--- config.mk ---
export PLATFORM = sky130hd
export DESIGN_NAME = mem_access_stage_flat
export DESIGN_NICKNAME = d
export VERILOG_FILES = /design/src/rtl/mem_stage_pkg.sv /design/src/rtl/mem_access_stage_if.sv /design/src/rtl/mem_lane_align.sv /design/src/rtl/mem_access_stage.sv /design/src/flat_wrapper.sv
export SDC_FILE = /design/constraint.sdc
export NUM_CORES = 1
export LEC_CHECK = 0
export CORE_MARGIN = 5
export CORE_UTILIZATION = 44
export DETAILED_ROUTE_END_ITERATION = 7
export PLACE_DENSITY = 0.81
export SETUP_SLACK_MARGIN = 0.2
export SYNTH_ARGS = -nofsm -noshare
export SYNTH_HDL_FRONTEND = slang
export SYNTH_SLANG_ARGS = --single-unit
export TNS_END_PERCENT = 5
--- constraint.sdc ---
create_clock -name clk -period 2.07 [get_ports clk]
set_input_delay 0.3105 -clock clk [delete_from_list [all_inputs] [get_ports clk]]
set_output_delay 0.3105 -clock clk [all_outputs]
set_load 0.03 [all_outputs]
--- src/rtl/mem_stage_pkg.sv ---
// Shared types and helpers for the memory-access stage: access sizes,
// FSM states and the alignment check applied when an operation is accepted.
package mem_stage_pkg;

  typedef enum logic [1:0] {
    BYTE = 2'b00,
    HALF = 2'b01,
    WORD = 2'b10
  } mem_size_t;

  typedef enum logic [1:0] {
    IDLE       = 2'b00,
    LOAD_WAIT  = 2'b01,
    STORE_WAIT = 2'b10,
    RESP       = 2'b11
  } mem_state_t;

  // Size 2'b11 has no legal encoding, so it is reported as misaligned.
  function automatic logic is_misaligned(input logic [1:0] size, input logic [1:0] addr_lo);
    logic bad;
    case (size)
      BYTE:    bad = 1'b0;
      HALF:    bad = addr_lo[0];
      WORD:    bad = (addr_lo != 2'b00);
      default: bad = 1'b1;
    endcase
    return bad;
  endfunction

endpackage

--- src/rtl/mem_access_stage_if.sv ---
// Operation, data-RAM and writeback signals of the memory-access stage.
// slave is the stage's view; master is the view of the surrounding pipeline and RAM.
interface mem_access_stage_if;
  logic        op_valid;
  logic        op_ready;
  logic        op_is_store;
  logic [1:0]  op_size;
  logic        op_unsigned;
  logic [31:0] op_addr;
  logic [31:0] op_store_data;
  logic [4:0]  op_rd;

  logic        rd_ram_en;
  logic [31:0] rd_ram_addr;
  logic [31:0] rd_ram_data;
  logic        rd_ram_valid;

  logic        wr_ram_en;
  logic [31:0] wr_ram_addr;
  logic [31:0] wr_ram_data;
  logic [3:0]  wr_ram_mask;
  logic        wr_ram_ack;

  logic        wb_valid;
  logic [4:0]  wb_rd;
  logic [31:0] wb_data;
  logic        misaligned;
  logic        timeout;

  modport slave (
    input  op_valid, op_is_store, op_size, op_unsigned, op_addr, op_store_data, op_rd,
    input  rd_ram_data, rd_ram_valid, wr_ram_ack,
    output op_ready, rd_ram_en, rd_ram_addr, wr_ram_en, wr_ram_addr, wr_ram_data, wr_ram_mask,
    output wb_valid, wb_rd, wb_data, misaligned, timeout
  );

  modport master (
    output op_valid, op_is_store, op_size, op_unsigned, op_addr, op_store_data, op_rd,
    output rd_ram_data, rd_ram_valid, wr_ram_ack,
    input  op_ready, rd_ram_en, rd_ram_addr, wr_ram_en, wr_ram_addr, wr_ram_data, wr_ram_mask,
    input  wb_valid, wb_rd, wb_data, misaligned, timeout
  );
endinterface

--- src/rtl/mem_lane_align.sv ---
// Byte-lane steering: store data replication and byte mask, and load lane
// extraction with sign/zero extension. Purely combinational.
module mem_lane_align
  import mem_stage_pkg::*;
(
  input  logic [1:0]  size_i,
  input  logic [1:0]  addr_lo_i,
  input  logic        unsigned_i,
  input  logic [31:0] st_data_i,
  input  logic [31:0] rd_data_i,
  output logic [31:0] wr_data_o,
  output logic [3:0]  wr_mask_o,
  output logic [31:0] ld_data_o
);

  logic [7:0]  byte_sel;
  logic [15:0] half_sel;

  always_comb begin
    byte_sel = rd_data_i[7:0];
    case (addr_lo_i)
      2'd1:    byte_sel = rd_data_i[15:8];
      2'd2:    byte_sel = rd_data_i[23:16];
      2'd3:    byte_sel = rd_data_i[31:24];
      default: byte_sel = rd_data_i[7:0];
    endcase
    half_sel = addr_lo_i[1] ? rd_data_i[31:16] : rd_data_i[15:0];
  end

  always_comb begin
    wr_data_o = st_data_i;
    wr_mask_o = 4'b1111;
    ld_data_o = rd_data_i;
    case (size_i)
      BYTE: begin
        wr_data_o = {4{st_data_i[7:0]}};
        wr_mask_o = 4'b0001 << addr_lo_i;
        ld_data_o = unsigned_i ? {24'd0, byte_sel} : {{24{byte_sel[7]}}, byte_sel};
      end
      HALF: begin
        wr_data_o = {2{st_data_i[15:0]}};
        wr_mask_o = 4'b0011 << addr_lo_i;
        ld_data_o = unsigned_i ? {16'd0, half_sel} : {{16{half_sel[15]}}, half_sel};
      end
      default: begin
        wr_data_o = st_data_i;
        wr_mask_o = 4'b1111;
        ld_data_o = rd_data_i;
      end
    endcase
  end

endmodule

--- src/rtl/mem_access_stage.sv ---
// Memory-access stage: one load or store per accepted operation against data RAM,
// with lane alignment, a bounded response wait and a one-cycle load writeback beat.
//
// state      | meaning
// IDLE       | op_ready high, waiting for an operation
// LOAD_WAIT  | rd_ram_en held until rd_ram_valid or timeout
// STORE_WAIT | wr_ram_en held until wr_ram_ack or timeout
// RESP       | wb_valid beat for the captured load data
module mem_access_stage
  import mem_stage_pkg::*;
#(
  parameter int TIMEOUT_CYCLES = 255
) (
  input logic                clk,
  input logic                reset_n,
  mem_access_stage_if.slave  bus
);

  localparam logic [7:0] TMO_LIMIT = 8'(TIMEOUT_CYCLES);

  mem_state_t  state_q;
  logic [7:0]  cnt_q;
  logic [1:0]  size_q;
  logic        unsigned_q;
  logic [31:0] addr_q;
  logic [31:0] sdata_q;
  logic [4:0]  rd_q;
  logic        op_ready_q;
  logic        rd_en_q;
  logic        wr_en_q;
  logic        wb_valid_q;
  logic [4:0]  wb_rd_q;
  logic [31:0] wb_data_q;
  logic        misaligned_q;
  logic        timeout_q;

  logic [31:0] wr_data;
  logic [3:0]  wr_mask;
  logic [31:0] ld_data;

  // Fed from the latched operation so RAM data/mask hold steady while enabled.
  mem_lane_align u_align (
    .size_i     (size_q),
    .addr_lo_i  (addr_q[1:0]),
    .unsigned_i (unsigned_q),
    .st_data_i  (sdata_q),
    .rd_data_i  (bus.rd_ram_data),
    .wr_data_o  (wr_data),
    .wr_mask_o  (wr_mask),
    .ld_data_o  (ld_data)
  );

  always_ff @(posedge clk or negedge reset_n) begin
    if (!reset_n) begin
      state_q      <= IDLE;
      cnt_q        <= '0;
      size_q       <= '0;
      unsigned_q   <= 1'b0;
      addr_q       <= '0;
      sdata_q      <= '0;
      rd_q         <= '0;
      op_ready_q   <= 1'b1;
      rd_en_q      <= 1'b0;
      wr_en_q      <= 1'b0;
      wb_valid_q   <= 1'b0;
      wb_rd_q      <= '0;
      wb_data_q    <= '0;
      misaligned_q <= 1'b0;
      timeout_q    <= 1'b0;
    end else begin
      misaligned_q <= 1'b0;
      timeout_q    <= 1'b0;
      wb_valid_q   <= 1'b0;
      case (state_q)
        IDLE: begin
          if (bus.op_valid && op_ready_q) begin
            size_q     <= bus.op_size;
            unsigned_q <= bus.op_unsigned;
            addr_q     <= bus.op_addr;
            sdata_q    <= bus.op_store_data;
            rd_q       <= bus.op_rd;
            cnt_q      <= '0;
            if (is_misaligned(bus.op_size, bus.op_addr[1:0])) begin
              misaligned_q <= 1'b1;
            end else if (bus.op_is_store) begin
              state_q    <= STORE_WAIT;
              wr_en_q    <= 1'b1;
              op_ready_q <= 1'b0;
            end else begin
              state_q    <= LOAD_WAIT;
              rd_en_q    <= 1'b1;
              op_ready_q <= 1'b0;
            end
          end
        end
        LOAD_WAIT: begin
          // A response in the same cycle the limit is reached still completes.
          if (bus.rd_ram_valid) begin
            rd_en_q    <= 1'b0;
            wb_data_q  <= ld_data;
            wb_rd_q    <= rd_q;
            wb_valid_q <= (rd_q != 5'd0);
            state_q    <= RESP;
          end else if (cnt_q == TMO_LIMIT) begin
            rd_en_q    <= 1'b0;
            timeout_q  <= 1'b1;
            op_ready_q <= 1'b1;
            state_q    <= IDLE;
          end else begin
            cnt_q <= cnt_q + 8'd1;
          end
        end
        STORE_WAIT: begin
          if (bus.wr_ram_ack) begin
            wr_en_q    <= 1'b0;
            op_ready_q <= 1'b1;
            state_q    <= IDLE;
          end else if (cnt_q == TMO_LIMIT) begin
            wr_en_q    <= 1'b0;
            timeout_q  <= 1'b1;
            op_ready_q <= 1'b1;
            state_q    <= IDLE;
          end else begin
            cnt_q <= cnt_q + 8'd1;
          end
        end
        RESP: begin
          op_ready_q <= 1'b1;
          state_q    <= IDLE;
        end
        default: begin
          rd_en_q    <= 1'b0;
          wr_en_q    <= 1'b0;
          op_ready_q <= 1'b1;
          state_q    <= IDLE;
        end
      endcase
    end
  end

  assign bus.op_ready    = op_ready_q;
  assign bus.rd_ram_en   = rd_en_q;
  assign bus.rd_ram_addr = rd_en_q ? {addr_q[31:2], 2'b00} : 32'd0;
  assign bus.wr_ram_en   = wr_en_q;
  assign bus.wr_ram_addr = wr_en_q ? {addr_q[31:2], 2'b00} : 32'd0;
  assign bus.wr_ram_data = wr_en_q ? wr_data : 32'd0;
  assign bus.wr_ram_mask = wr_en_q ? wr_mask : 4'd0;
  assign bus.wb_valid    = wb_valid_q;
  assign bus.wb_rd       = wb_rd_q;
  assign bus.wb_data     = wb_data_q;
  assign bus.misaligned  = misaligned_q;
  assign bus.timeout     = timeout_q;

endmodule

--- src/flat_wrapper.sv ---
// flat-port wrapper written by rule: the top's interface ports become plain ports
module mem_access_stage_flat import mem_stage_pkg::*;
#(
  parameter int TIMEOUT_CYCLES = 255
)
  (clk, reset_n, bus_op_valid, bus_op_is_store, bus_op_size, bus_op_unsigned, bus_op_addr, bus_op_store_data, bus_op_rd, bus_rd_ram_data, bus_rd_ram_valid, bus_wr_ram_ack, bus_op_ready, bus_rd_ram_en, bus_rd_ram_addr, bus_wr_ram_en, bus_wr_ram_addr, bus_wr_ram_data, bus_wr_ram_mask, bus_wb_valid, bus_wb_rd, bus_wb_data, bus_misaligned, bus_timeout);
  mem_access_stage_if bus_i ();
  input logic clk;
  input logic reset_n;
  input wire logic [$bits(bus_i.op_valid)-1:0] bus_op_valid;
  input wire logic [$bits(bus_i.op_is_store)-1:0] bus_op_is_store;
  input wire logic [$bits(bus_i.op_size)-1:0] bus_op_size;
  input wire logic [$bits(bus_i.op_unsigned)-1:0] bus_op_unsigned;
  input wire logic [$bits(bus_i.op_addr)-1:0] bus_op_addr;
  input wire logic [$bits(bus_i.op_store_data)-1:0] bus_op_store_data;
  input wire logic [$bits(bus_i.op_rd)-1:0] bus_op_rd;
  input wire logic [$bits(bus_i.rd_ram_data)-1:0] bus_rd_ram_data;
  input wire logic [$bits(bus_i.rd_ram_valid)-1:0] bus_rd_ram_valid;
  input wire logic [$bits(bus_i.wr_ram_ack)-1:0] bus_wr_ram_ack;
  output wire logic [$bits(bus_i.op_ready)-1:0] bus_op_ready;
  output wire logic [$bits(bus_i.rd_ram_en)-1:0] bus_rd_ram_en;
  output wire logic [$bits(bus_i.rd_ram_addr)-1:0] bus_rd_ram_addr;
  output wire logic [$bits(bus_i.wr_ram_en)-1:0] bus_wr_ram_en;
  output wire logic [$bits(bus_i.wr_ram_addr)-1:0] bus_wr_ram_addr;
  output wire logic [$bits(bus_i.wr_ram_data)-1:0] bus_wr_ram_data;
  output wire logic [$bits(bus_i.wr_ram_mask)-1:0] bus_wr_ram_mask;
  output wire logic [$bits(bus_i.wb_valid)-1:0] bus_wb_valid;
  output wire logic [$bits(bus_i.wb_rd)-1:0] bus_wb_rd;
  output wire logic [$bits(bus_i.wb_data)-1:0] bus_wb_data;
  output wire logic [$bits(bus_i.misaligned)-1:0] bus_misaligned;
  output wire logic [$bits(bus_i.timeout)-1:0] bus_timeout;
  assign bus_i.op_valid = bus_op_valid;
  assign bus_i.op_is_store = bus_op_is_store;
  assign bus_i.op_size = bus_op_size;
  assign bus_i.op_unsigned = bus_op_unsigned;
  assign bus_i.op_addr = bus_op_addr;
  assign bus_i.op_store_data = bus_op_store_data;
  assign bus_i.op_rd = bus_op_rd;
  assign bus_i.rd_ram_data = bus_rd_ram_data;
  assign bus_i.rd_ram_valid = bus_rd_ram_valid;
  assign bus_i.wr_ram_ack = bus_wr_ram_ack;
  assign bus_op_ready = bus_i.op_ready;
  assign bus_rd_ram_en = bus_i.rd_ram_en;
  assign bus_rd_ram_addr = bus_i.rd_ram_addr;
  assign bus_wr_ram_en = bus_i.wr_ram_en;
  assign bus_wr_ram_addr = bus_i.wr_ram_addr;
  assign bus_wr_ram_data = bus_i.wr_ram_data;
  assign bus_wr_ram_mask = bus_i.wr_ram_mask;
  assign bus_wb_valid = bus_i.wb_valid;
  assign bus_wb_rd = bus_i.wb_rd;
  assign bus_wb_data = bus_i.wb_data;
  assign bus_misaligned = bus_i.misaligned;
  assign bus_timeout = bus_i.timeout;
  mem_access_stage #(.TIMEOUT_CYCLES(TIMEOUT_CYCLES)) u_core (.clk(clk), .reset_n(reset_n), .bus(bus_i));
endmodule
**Run 1: register map, names as in the netlist**

Bar = 50 um. Other sequential cells in the stronger grey, the rest of the logic in the fainter grey.
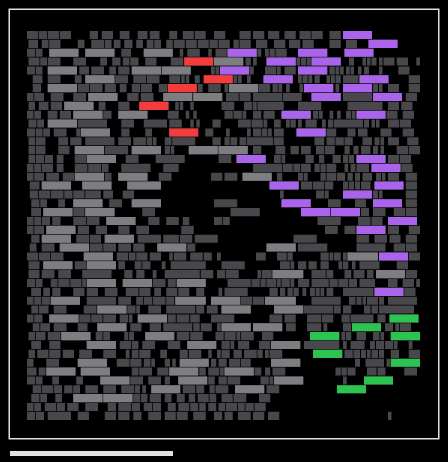
Key: u_core.cnt_q = green [sequential cells 8, where bottom right]; u_core.bus.wb_data = purple [sequential cells 32]; u_core.rd_q = red [sequential cells 5, where top middle]

**Run 1: gate-type map**

Bar = 50 um.
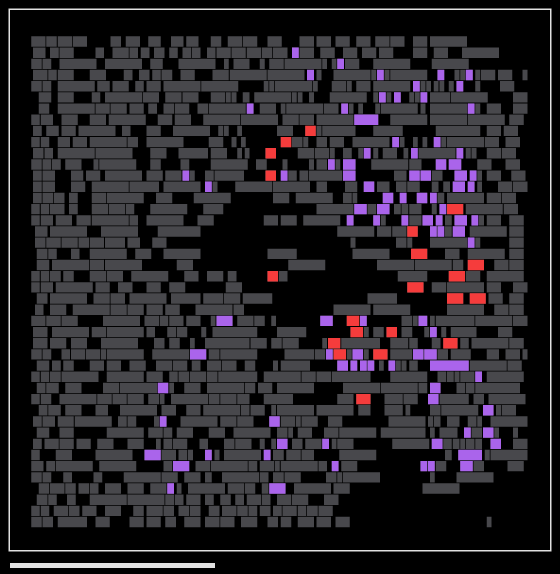
Key: non-inverting ao/oa cells = red [cells 21, most used o221a_2]; aoi and oai cells = purple [cells 93, most used a21oi_1]
share of the final layout cell area in multi-input gates: 32.2%
most frequently placed logic cell in the final layout: sky130_fd_sc_hd__clkdlybuf4s50_1
final instance count without filler cells: 1087

**Run 1: I/O pins on the die edge**

Pins as bars across the die edge, other pins in grey.
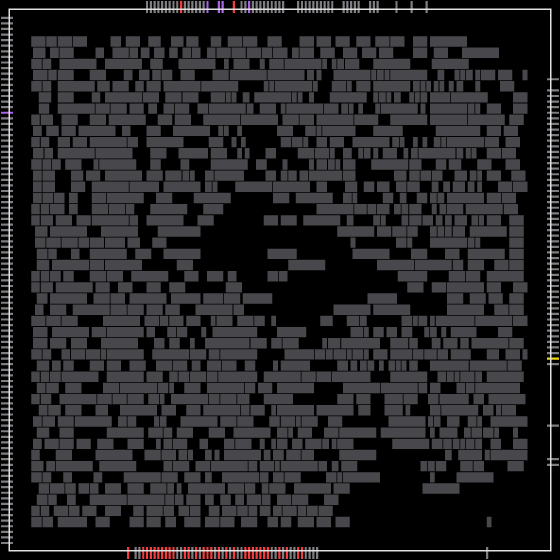
Key: bus_wr_ram_data = red [pins 32, direction output, edge 30 bottom, 2 top]; bus_op_rd = purple [pins 5, direction input, edge 4 top, 1 left]; bus_wr_ram_ack = yellow [pins 1, direction input, edge right]
All pins by edge: 95 left, 54 right, 53 top, 51 bottom.
die boundary height: 131 um
width of the die: 131 um

==> summary.log, run 1 <==
INFO  outcome        outcome=complete, no violations
INFO  sta            worst_hold_slack=0.437ns
INFO  routing        wl_per_cell=18.7um
INFO  routing        vias_per_cell=5.32
INFO  sta            finalClockPeriodUsage=96.4%
INFO  sta            highest_clock_rate=501MHz
INFO  clocking       cts_buffers=17
INFO  cells_and_area multiInputGateArea=3250um^2
INFO  die            design.portCount=253
INFO  routing        drtPass1Iterations=7
INFO  global_routing global_route.usage.total=23.3%
INFO  pwr            power.clock.fraction=17.0%
INFO  setup_path     largest_stage_delay_worst_path=0.45ns
INFO  cells_and_area post_route_cells_drive_above_1_share=28.2%
INFO  sta            fin_setup_tns=0ns
INFO  placed_design  hpwl_dp=14.7mm
INFO  pwr            cell_internal_pwr=11.0mW
INFO  cells_and_area register_cell_area_after_layout=3140um^2
INFO  routing        drc=0
INFO  flow_run       tool_warnings=33
INFO  logic_synthesis netlist.area_leader.share=47.8%
INFO  clocking       clock_tree.htree_level_count=4
INFO  logic_synthesis post_synth_and_or_nand_nor_area_fraction=19.1%
INFO  logic_synthesis ys_sh_xor=0%
INFO  setup_path     cp.depth=6
INFO  cells_and_area final.clkbuf_count=23
INFO  cells_and_area bufs_w_o_clock=284
INFO  placed_design  gp_congestion=0.859
INFO  setup_path     worstReg2RegEnd=u_core.cnt_q[3]$_DFFE_PN0P_
INFO  logic_synthesis netlist-cell-type-count=54
INFO  cells_and_area seq_cell_count=125
INFO  clocking       clkSinkCount=125
INFO  placed_design  dp_worst_slack=0.0235ns
INFO  setup_path     critPathArrivalTime=1.69ns
INFO  global_routing grt_use_met2=37.7%
INFO  routing        highest_layer=met5
INFO  setup_path     ff2ff_setup_slack=0.17ns
INFO  logic_synthesis seq_area_frac_synth=48.2%
INFO  pwr            power.switching_fraction=43.9%
INFO  die            design.core.area=14500um^2
INFO  setup_path     crit_required=1.76ns
INFO  logic_synthesis enable_flop_cells=0
INFO  logic_synthesis ys_cells=628
INFO  pwr            power.sequential.total=4.57mW
INFO  sta            timing.slew.headroom=64.6%
INFO  logic_synthesis synthTopCellsByArea=sky130_fd_sc_hd__dfrtp_1 (48%), sky130_fd_sc_hd__mux2_2 (12%), sky130_fd_sc_hd__and2_1 (7.4%)
INFO  global_routing met3_usage=8.87%
INFO  sta            final_period_minus_worst_setup_slack=2.00ns
INFO  global_routing grt_antenna_before_repair=1
INFO  cells_and_area num_antenna_cells=0
INFO  clocking       cts.path.max_buffers=2
INFO  die            tapCellCount=184
INFO  logic_synthesis ff_type=sky130_fd_sc_hd__dfrtp_1
INFO  global_routing busiest_layer=met2
INFO  global_routing grt_max_degree=61
INFO  logic_synthesis post_synth_ao_oa_area_fraction=12.2%
INFO  sta            grt_setup_unrepaired=yes
INFO  global_routing gr-total-overflow=0
INFO  pwr            total_switching_power=8.63mW
INFO  setup_path     crit_path_max_fanout=8
INFO  pwr            irDropWorstVdd=1.41mV
INFO  logic_synthesis yosysChipArea=6490um^2
INFO  clocking       post-cts-setup-buffer-count=7
INFO  sta            setup_viol=0
INFO  logic_synthesis yosys.cell_count.top_type=sky130_fd_sc_hd__dfrtp_1
INFO  logic_synthesis postSynthAreaPerCell=10.3um^2
INFO  die            initial_core_util=44.8%
INFO  sta            number_of_slew_limit_violations_in_the_final_report=0
INFO  cells_and_area finish.net_count=1006
INFO  cells_and_area inverters_excl_clock=7
INFO  logic_synthesis mux_area_share=15.8%
INFO  global_routing global_route.usage.met1=29.0%
INFO  logic_synthesis synth_top_cell_by_area=sky130_fd_sc_hd__dfrtp_1
INFO  logic_synthesis netlist_logic_family_top=simple AND/OR/NAND/NOR gates
INFO  pwr            pwr-share-seq=23.3%
INFO  cells_and_area clkCellAreaFrac=6.63%
INFO  flow_run       maxCapViolCount=0
INFO  cells_and_area sh_seq_area=31.1%
INFO  clocking       tritoncts=done
INFO  pwr            power.density=1950nW/um^2
INFO  routing        met3RoutedLength=1.85mm
INFO  die            floorplan.die_area=17300um^2
INFO  logic_synthesis async_reset_ff_share=100%
INFO  clocking       cts-root-buf=sky130_fd_sc_hd__clkbuf_16
**Run 1: routed metal, one colour a layer**

Two of the layers only.
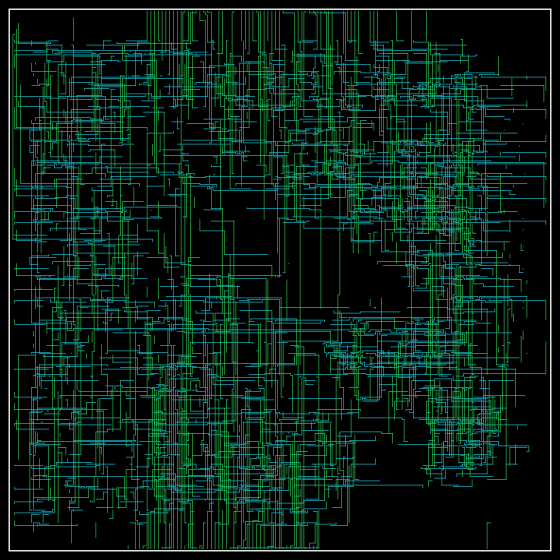

==> run 2: changes to the inputs <==
--- a/config.mk
+++ b/config.mk
@@ -10,6 +10,7 @@
 export DETAILED_ROUTE_END_ITERATION = 7
 export PLACE_DENSITY = 0.81
 export SETUP_SLACK_MARGIN = 0.2
+export SKIP_CTS_REPAIR_TIMING = 1
 export SYNTH_ARGS = -nofsm -noshare
 export SYNTH_HDL_FRONTEND = slang
 export SYNTH_SLANG_ARGS = --single-unit
==> constraint.sdc (replaced) <==
create_clock -name clk -period 2.1 [get_ports clk]
set_input_delay 0.315 -clock clk [delete_from_list [all_inputs] [get_ports clk]]
set_output_delay 0.315 -clock clk [all_outputs]
set_load 0.03 [all_outputs]
**Run 2: routed metal, one colour a layer**

Two of the layers only.
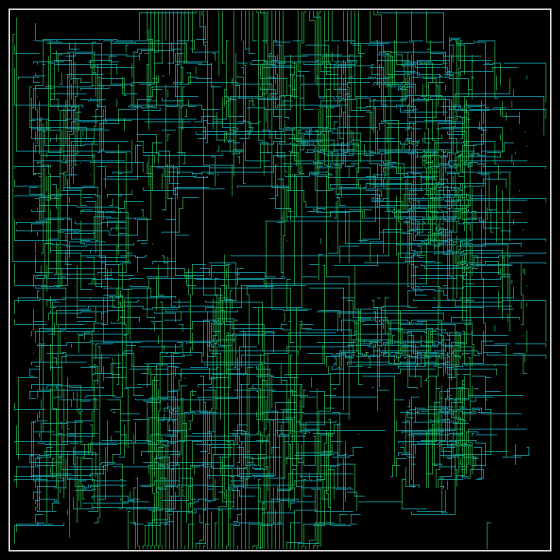
Key: M2 = green [wire length 9990 um]; M1 = cyan [wire length 8040 um]
wirelength, routed: 20.7 mm
Overall Global Routing Usage: 23.2%
via count: 5816

**Run 2: clock nets**

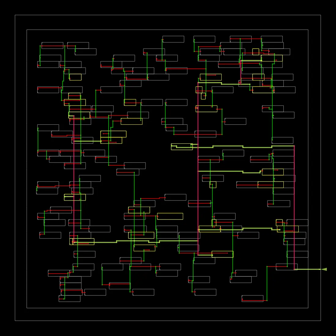
flip-flops: 125
number of buffers added by the clock tree synthesis step: 17

==> summary.log, run 2 <==
INFO  outcome        outcome=complete, no violations
INFO  logic_synthesis netlist_logic_family_top=simple AND/OR/NAND/NOR gates
INFO  setup_path     cp.depth=6 [unchanged]
INFO  logic_synthesis synth_top_cell_by_area=sky130_fd_sc_hd__dfrtp_1
INFO  logic_synthesis enable_flop_cells=0 [unchanged]
INFO  placed_design  gp_congestion=0.831 [-3.3%]
INFO  worst_hold_path min-delay-path-class=input port to async pin
INFO  logic_synthesis synthesis.instances=628
INFO  cells_and_area area_share_nonclk_buffers=28.3%
INFO  pwr            leakagePower=4.80nW
INFO  sta            timing.clock.skew=0.00953ns
INFO  sta            final_period_minus_worst_setup_slack=2.02ns
INFO  global_routing gr-total-overflow=0 [unchanged]
INFO  logic_synthesis syn-cell-area=6490um^2
INFO  routing        drc=0 [unchanged]
INFO  sta            setup_viol=0 [unchanged]
INFO  routing        met2WireLength=9.99mm
INFO  global_routing global_route.usage.met1=28.6% [-0.36 points]
INFO  clocking       clock_tree.htree_level_count=4 [unchanged]
INFO  cells_and_area inverters_excl_clock=7 [unchanged]
INFO  die            die_h=131um [unchanged]
INFO  logic_synthesis synthTopCellsByArea=sky130_fd_sc_hd__dfrtp_1 (48%), sky130_fd_sc_hd__mux2_2 (12%), sky130_fd_sc_hd__and2_1 (7.4%)
INFO  routing        drtPass1Iterations=6 [-1]
INFO  clocking       clkSinkCount=125 [unchanged]
INFO  flow_run       tool_warnings=32 [-3.0%]
INFO  cells_and_area bufs_w_o_clock=279 [-1.8%]
INFO  sta            report.final.hold_viol_count=0
INFO  setup_path     setup.worst_path.end_class=output pin
INFO  routing        ant_nets=0
INFO  global_routing met3_usage=9.71% [+0.84 points]
INFO  global_routing grt_max_degree=48 [-21%]
INFO  pwr            p_clk=3.18mW
INFO  placed_design  dp_cells=1042
INFO  cells_and_area comb.multi_input.count=455
INFO  routing        m1WireLength=8.04mm
INFO  die            design.portCount=253 [unchanged]
INFO  logic_synthesis synth-seq-cells=125
INFO  routing        highest_layer=met5
INFO  clocking       tritoncts=done
INFO  logic_synthesis async_reset_ff_share=100% [unchanged]
INFO  pwr            report.power.total=19.3mW
INFO  sta            tightestPinTransition=0.529ns
INFO  die            design.core.area=14500um^2 [unchanged]
INFO  logic_synthesis ys_sh_xor=0% [unchanged]
INFO  cells_and_area post_route_cells_drive_above_1_share=27.2% [-1.1 points]
INFO  routing        wl_per_cell=19.1um [+1.7%]
INFO  setup_path     critical_path.startpoint=u_core.size_q[0]$_DFFE_PN0P_
INFO  clocking       cts.path.max_buffers=2 [unchanged]
INFO  pwr            power.clock.fraction=16.5% [-0.5 points]
INFO  logic_synthesis netlist_top_cells_count=sky130_fd_sc_hd__dfrtp_1 (124), sky130_fd_sc_hd__and2_1 (77), sky130_fd_sc_hd__nand2_1 (73)
INFO  die            floorplan.die_area=17300um^2 [unchanged]
INFO  logic_synthesis post_synth_ao_oa_area_fraction=12.2% [unchanged]
INFO  global_routing grt_pass1_vias=5919
INFO  logic_synthesis ys_cells=628 [unchanged]
INFO  setup_path     cpLargestDelayFamily=flip-flops
INFO  cells_and_area final_layout_top_logic_cell=sky130_fd_sc_hd__clkdlybuf4s50_1
INFO  cells_and_area sh_comb_area=32.0% [-0.20 points]
INFO  cells_and_area finalNonFillerCells=1083 [-0.37%]
INFO  clocking       clk_pin_slew_worst_paths=0.06ns
INFO  die            initial_core_util=44.8% [unchanged]
INFO  pwr            power.switching_fraction=44.2% [+0.22 points]
INFO  cells_and_area final.clkbuf_count=22 [-4.3%]
INFO  sta            worst_hold_slack=0.410ns [-0.0269 ns]
INFO  setup_path     ff2ff_setup_slack=0.13ns [-0.04 ns]
INFO  sta            fin_setup_tns=0ns [unchanged]
INFO  cells_and_area multiInputGateArea=3260um^2 [+0.19%]
INFO  global_routing grt_antenna_before_repair=1 [unchanged]
INFO  cells_and_area sh_seq_area=30.8% [-0.29 points]
INFO  pwr            pwr-share-seq=23.2% [about the same]
INFO  setup_path     crit_required=1.78ns [+0.02 ns]
INFO  cells_and_area syn2layout_area_growth=56.8%
INFO  die            tapCellCount=184 [unchanged]
INFO  clocking       cts-root-buf=sky130_fd_sc_hd__clkbuf_16
INFO  setup_path     timing.setup.critical_path_class=register to output pin
INFO  logic_synthesis mux_area_share=15.8% [unchanged]
INFO  cells_and_area largest_class=combinational gates
INFO  sta            timing.slew.headroom=64.8% [+0.16 points]
INFO  cells_and_area stdcell_area=10200um^2
INFO  logic_synthesis yosys.cell_count.top_type=sky130_fd_sc_hd__dfrtp_1
INFO  sta            finalClockPeriodUsage=96.3%
INFO  cells_and_area finish.utilization=70.3%
INFO  setup_path     worstReg2RegEnd=u_core.bus.wb_data[0]$_DFFE_PN0P_
INFO  cells_and_area finish.net_count=1001 [-0.50%]
INFO  pwr            power.density=1900nW/um^2 [-2.3%]
INFO  setup_path     worstReg2RegStart=u_core.size_q[0]$_DFFE_PN0P_
INFO  pwr            total_switching_power=8.54mW [-1.0%]
INFO  routing        vias_per_cell=5.37 [+0.98%]
INFO  pwr            top_power_group=combinational logic
INFO  logic_synthesis adder_share=1.16%
INFO  logic_synthesis netlist.area_leader.share=47.8% [unchanged]
INFO  sta            post-route-worst-setup-slack=0.0767ns
INFO  routing        drt_iter0_markers=362
INFO  routing        met3RoutedLength=2.03mm [+10%]
INFO  sta            highest_clock_rate=494MHz
INFO  setup_path     largest_stage_delay_worst_path=0.47ns [+0.02 ns]
INFO  setup_path     timing.reg2reg.worst_path_depth=6
INFO  logic_synthesis synth.yosys.warnings=0
INFO  placed_design  place_area=9210um^2
INFO  cells_and_area clkCellAreaFrac=6.33% [-0.30 points]
INFO  setup_path     cpMaxStageDelayCell=sky130_fd_sc_hd__dfrtp_2
INFO  cells_and_area num_antenna_cells=1 [+1]
INFO  logic_synthesis post_synth_and_or_nand_nor_area_fraction=19.1% [unchanged]
INFO  setup_path     critPathLaunchType=register
INFO  logic_synthesis seq_area_frac_synth=48.2% [unchanged]
INFO  pwr            irDropWorstVdd=1.42mV [+0.53%]
INFO  die            std_cell_rows=44
INFO  sta            number_of_slew_limit_violations_in_the_final_report=0 [unchanged]
INFO  sta            grt_setup_unrepaired=yes
INFO  cells_and_area layout.cells.most_common_list=sky130_fd_sc_hd__clkdlybuf4s50_1 (149), sky130_fd_sc_hd__dfrtp_1 (121), sky130_fd_sc_hd__and2_1 (75)
INFO  setup_path     crit_path_max_fanout=8 [unchanged]
INFO  global_routing grt_use_met2=36.9% [-0.79 points]
INFO  global_routing busiest_layer=met2
INFO  setup_path     timing.critical_path.cells=buf_12 > nor2_4 > buf_8 > nand2_1 > a21boi_2 > buf_6
INFO  clocking       insertion_delay=0.42ns
INFO  pwr            cell_internal_pwr=10.8mW [-1.9%]
INFO  pwr            power_combinational=11.7mW
INFO  pwr            p_comb_share=60.4%
INFO  setup_path     critPathArrivalTime=1.71ns [+0.02 ns]
INFO  setup_path     crit_path_end=bus_wr_ram_data[13]
INFO  flow_run       maxCapViolCount=0 [unchanged]
INFO  placed_design  portBuffers=248
INFO  logic_synthesis ff_type=sky130_fd_sc_hd__dfrtp_1
INFO  placed_design  hpwl_dp=14.7mm [+0.14%]
INFO  setup_path     timing.critical_path.buf_inv=3
INFO  die            dieWidth=131um [unchanged]
INFO  logic_synthesis netlist-cell-type-count=54 [unchanged]
INFO  cells_and_area final.fill_count=1080
INFO  logic_synthesis yosysChipArea=6490um^2 [unchanged]
INFO  global_routing global_route_wire_length_before_repair=32.3mm
INFO  placed_design  dp_worst_slack=0.0179ns [-0.00557 ns]
INFO  logic_synthesis postSynthAreaPerCell=10.3um^2 [unchanged]
**Run 2: register map, names as in the netlist**

Bar = 50 um. Other sequential cells in the stronger grey, the rest of the logic in the fainter grey.
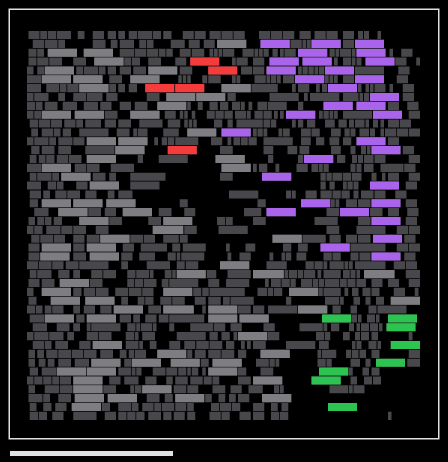
Key: u_core.bus.wb_data = purple [sequential cells 32]; u_core.cnt_q = green [sequential cells 8, where bottom right]; u_core.rd_q = red [sequential cells 5, where top middle]
Another 80 sequential cells are not coloured.
power drawn by the sequential cells: 4.48 mW
register cell area after layout: 3130 um^2

Power figures rest on the tool's default switching activity, not on a simulated workload.
